Design int_seq, sky130hd; sources not shown.
run_1/port_trees.png
Bar = 10 um.
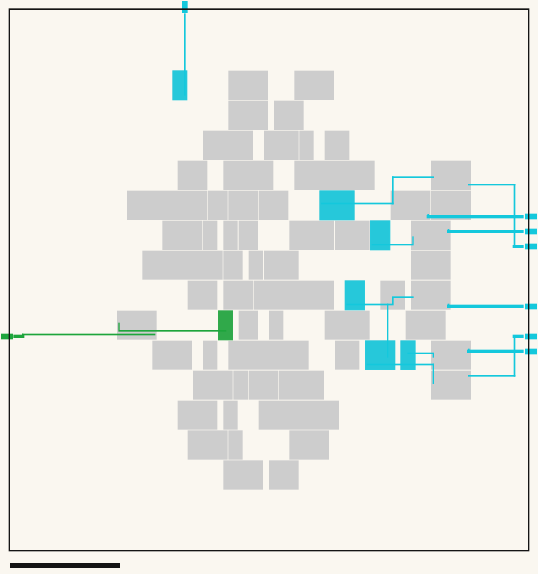
prog_ctl -> cyan  # bits 7, direction output, edge 6 east, 1 north, end cells 6, buffers 6, wire 92.1 um
busy -> green  # bits 1, direction output, edge west, end cells 1, buffers 1, wire 23.2 um
number of buffers added on ports: 20
top-level port count: 22

run_1/class_map.png
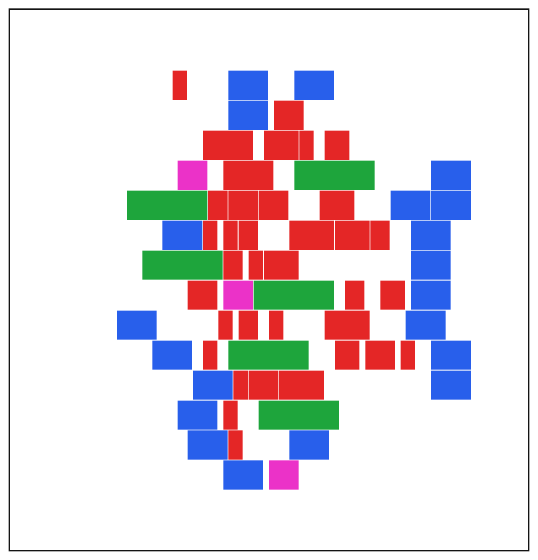
registers -> green  # cells 6, share of their area 21%
remaining buffers and delay cells -> blue  # cells 20, share of their area 35%
remaining logic cells -> red  # cells 36, share of their area 40%
clock-net drivers -> magenta  # cells 3, share of their area 3.9%
CORE AREA: 1400 um2
flop share of the area: 20.2%
finished layout cell area: 596 um2
site row count: 14

run_1/clock_nets.png
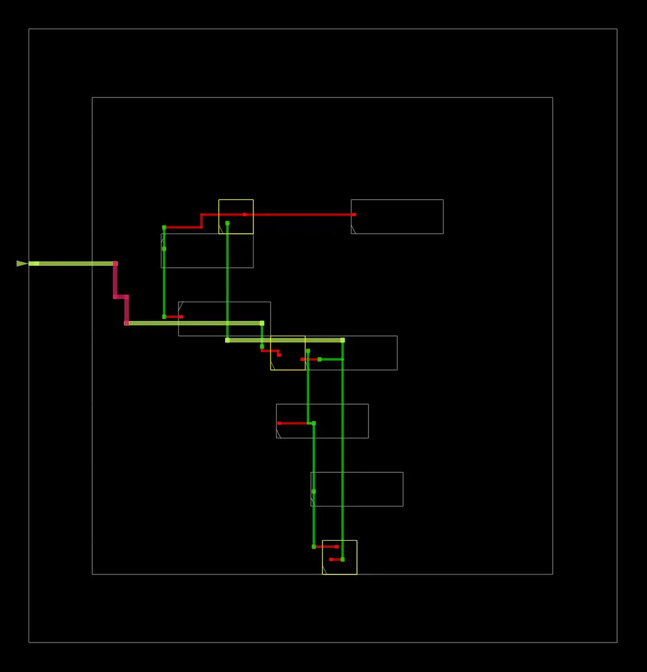
FFs & Latches: 6
CTS sink count: 6
Layout Skew: 0.000627 ns

==> qor.yml, run 1 <==
crit_arrival_ns: 2.18
status: "complete, no violations"
cts_tree: "yes"
gp_congestion: 0.672
grt-ovfl-total: 0
setup_viol: 0
p_leak_nw: 0.213
flop_cell: "dfxtp_1"
cts_setup_buffers: 0
fp_nets: 57
maxCapViolations: 0
intPower_uw: 122
numCtsBuffers: 3
end_kind: "primary output"
worstPathMaxFanout: 11
power_density_nw_per_um2: 273
wire_per_inst_um: 12.2
p_comb_share_pct: 19.4
n_antenna_cell: 0
grt_pass1_vias: 338
common_cells: "6 x dfxtp_1, 6 x nand2_1, 3 x buf_4, 3 x nor2_1, 3 x nor3_1"
largest_area_cell: "dfxtp_1"
top_area_share_pct: 29.7
crit_top_cell: "clkdlybuf4s50_1"
muxShareOfSynthArea_pct: 0
run 1: power by group through the flow:
| stage | Sequential (mW) | Combinational (mW) | Clock, mW |
|---|---|---|---|
| after global routing | 0.0733 | 0.0346 | 0.0656 |
| after floorplan | 0.0695 | 0.0205 | 0 |
| after CTS | 0.0725 | 0.0319 | 0.0621 |
| after detailed placement | 0.0736 | 0.0316 | 0 |
| after global placement | 0.0736 | 0.0312 | 0 |
| final | 0.0726 | 0.0316 | 0.0585 |
run 1: metrics by stage:
stage,worst slack [ns],hold WS [ns],total power [mW],std cells,utilization (%)
after floorplan,2.28,0.422,0.0900,50,-
after global placement,1.27,0.430,0.105,78,40.9
after detailed placement,1.25,0.431,0.105,78,40.9
after CTS,1.25,0.442,0.166,81,42.5
after global routing,1.14,0.458,0.174,81,42.5
final,1.25,0.441,0.163,81,42.5
run 1: cell type report:
cell class	instances	area share (%)
clock buffers	3	3.78
inverters	2	1.26
multi-input cells	34	37.8
flip-flops and latches	6	20.2
well taps	16	3.36
repair buffers	20	33.6
run 1: layer usage:
metal / up-vias / part of all wire, % / global-route usage, %
met2: 17 / 47 / 12.9
met4: 0 / 0.50 / 6.91
met3: 2 / 8.4 / 3.32
met1: 180 / 44 / 10.6
li1: 200 / - / -
met5: - / 0 / 0
run 1: cell usage in the layout (no fill, tap or decap):
cell	instances
a21oi_1	1
a221oi_1	1
a32o_2	1
and2_1	1
and4bb_2	2
clkbuf_4	3
clkdlybuf4s50_1	20
conb_1	1
dfxtp_1	6
inv_1	2
nand2_1	6
nand2_4	1
nand2b_1	1
nand3_1	1
nand3b_1	2
nor2_1	3
nor2b_1	1
nor3_1	3
nor3b_1	2
nor4b_1	1
o211ai_1	2
o21ai_0	1
o22a_1	1
or4_4	1
xnor2_1	1
--- run 2 (diff from run 1) ---
==> constraint.sdc (replaced) <==
create_clock -name clk -period 2.4 [get_ports clk]
set_input_delay 0.24 -clock clk [delete_from_list [all_inputs] [get_ports clk]]
set_output_delay 0.24 -clock clk [all_outputs]
set_load 0.005 [all_outputs]
==> run 2 against run 1 <==
Net effect: critical endpoint unchanged; sequential power rose by about 60%; hold slack improved by 0.0038 ns; total power increased by 60%; cell count up 2.5%; synthesized area did not move; clock skew barely moved; largest cell class unchanged; die area unchanged; via count up 2.5%; sequential share of layout area down 0.50 points; critical path depth fell by 1; count of clock-buffer cells in the layout did not move; flip-flop count is the same; largest power group unchanged.
==> qor.yml, run 2 <==
grt-ovfl-total: 0  # unchanged
cts_setup_buffers: 0  # unchanged
end_kind: "primary output"
worstPathMaxFanout: 10  # -1
critPathMaxStageDelay_ns: 0.52
fp_nets: 57  # unchanged
power_uw: 260  # +60%
power_density_nw_per_um2: 426  # +56%
n_antenna_cell: 0  # unchanged
core_um2: 1400  # unchanged
edf_count: 0
port_buffers: 20  # unchanged
flop_cell: "dfxtp_1"
met2_usage_pct: 13.3  # +0.45 points
maxCapViolations: 0  # unchanged
synth_area_um2: 404
gp_congestion: 0.653  # -2.8%
setup_viol: 0  # unchanged
die_w_um: 47
use_met3_pct: 4.06  # +0.74 points
grt_usage_pct: 9.53
final_cell_mix: "20 x clkdlybuf4s50_1, 6 x nand2_1, 6 x dfxtp_1"
p_leak_nw: 0.222  # +4.5%
ys_sh_xor_pct: 2.17
numCtsBuffers: 3  # unchanged
top_area_share_pct: 29.7  # unchanged
finalHoldWorstSlack_ns: 0.445  # +0.00378 ns
grt_pass1_vias: 356  # +5.3%
grtUsageMet1_pct: 10.4  # -0.22 points
dp_slack_ns: 0.297  # -0.952 ns
num_vias: 409
required_ns: 2.16
crit_arrival_ns: 1.87  # -0.31 ns
muxShareOfSynthArea_pct: 0  # unchanged
grt_busiest_layer: "met2"
ios: 22  # unchanged
common_cells: "6 x dfxtp_1, 6 x nand2_1, 3 x buf_4, 3 x nor2_1, 3 x nor3_1"
ant_nets: 0
logic_family: "simple AND/OR/NAND/NOR gates"
cp-start-kind: "register"
wire_per_inst_um: 11.2  # -8.9%
cts_tree: "yes"
final_nets: 76
clock_sinks: 6  # unchanged
synthDistinctLibCells: 27
status: "complete, no violations"
largest_area_cell: "dfxtp_1"
final_layout_top_logic_cell: "clkdlybuf4s50_1"
rows: 14  # unchanged
==> run 2: cell counts after synthesis <==
No cell type changed its count.
==> run 2: kinds of logic (layout without fill, tap and decap cells) <==
group / Yosys count / count (layout)
simple gates: 25 / 25
buf+inv: 10 / 27
compound gates: 7 / 7
flops: 6 / 6
other cells: 1 / 1
xor+xnor: 1 / 1
==> run 2: area by class of cell <==
cell class / count / area (um2)
Fill cell: 147 / 791
Multi-Input combinational cell: 34 / 225
Timing Repair Buffer: 22 / 215
Sequential cell: 6 / 120
Clock buffer: 3 / 22.5
Tap cell: 16 / 20.0
Inverter: 2 / 7.51
==> run 2: stage by stage <==
stage | utilization, % | cells
after CTS | 43.6 | 83
final | 43.6 | 83
after global placement | 42.0 | 80
after global routing | 43.6 | 83
after floorplan | - | 50
after detailed placement | 42.0 | 80
==> run 2: worst max-delay path: cells and delay by family (launching register included) <==
| family | cells | cell delay, ns |
|---|---|---|
| simple gates | 3 | 0.61 |
| flops | 1 | 0.52 |
| buf+inv | 1 | 0.50 |
==> run 2: per-layer routing <==
metal / wire [um] / vias up
li1: - / 204
met1: 356 / 180
met2: 425 / 20
met3: 108 / 5
met4: 35 / 0
met5: 0 / -
==> run 2: power breakdown <==
group	total [mW]	internal [mW]	switching, mW
Clock	0.0920	0.0565	0.0355
Combinational	0.0525	0.0344	0.0181
Sequential	0.116	0.106	0.0101
run_2/clock_wires.png
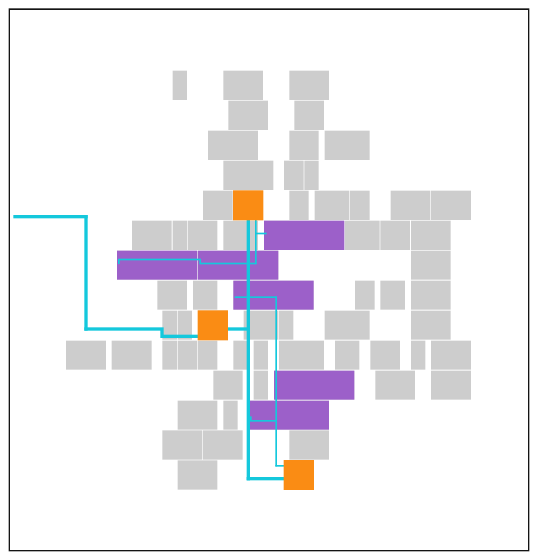
flip-flops -> purple  # count 6
clock-net drivers -> orange  # count 3
clock wires -> cyan  # length 104 um
routed clock nets = 4
flops lie = centre
Power Clock: 92.0 uW
Late-Pin Clk Latency: 0.24 ns
Layout Skew: 0.000602 ns
power share of the clock group: 35.4%

run_2/sizing.png
Bar = 10 um.
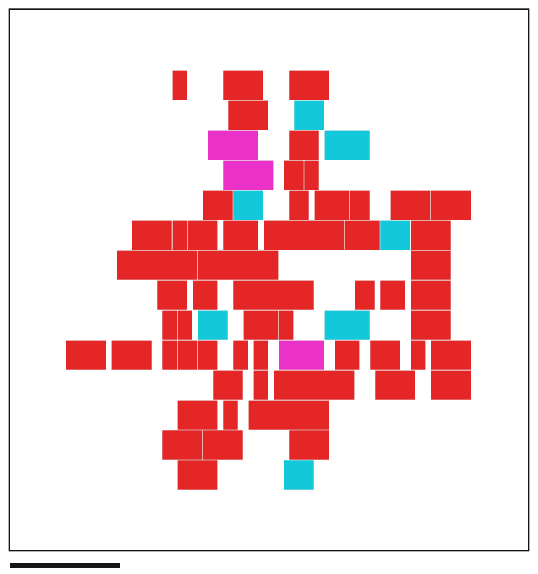
x2 -> magenta  # cells 3, most used and4bb_2
x3 and x4 -> cyan  # cells 7, most used clkbuf_4
x1 and smaller -> red  # cells 57, most used clkdlybuf4s50_1
finished layout cell area: 611 um2
area delta synth->final: 51.1%
bufs w/o clock: 22
Final WS setup: 0.290 ns

run_2/class_map.png
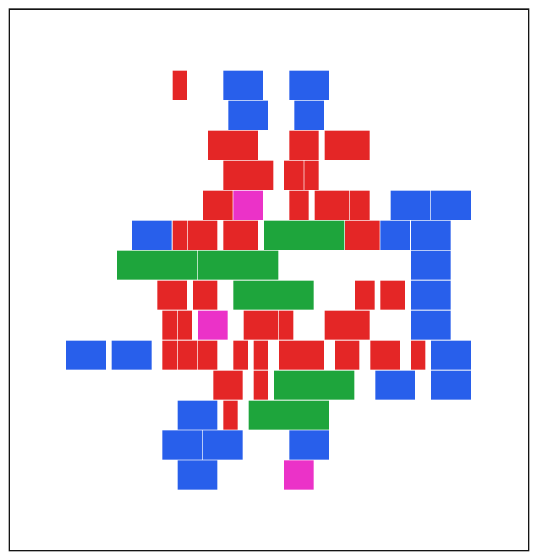
registers -> green  # cells 6, share of their area 20%
remaining logic cells -> red  # cells 36, share of their area 39%
clock-net drivers -> magenta  # cells 3, share of their area 3.8%
remaining buffers and delay cells -> blue  # cells 22, share of their area 36%
Final Util: 43.6%
flop share of the area: 19.7%

Power and IR drop assume default switching activity.
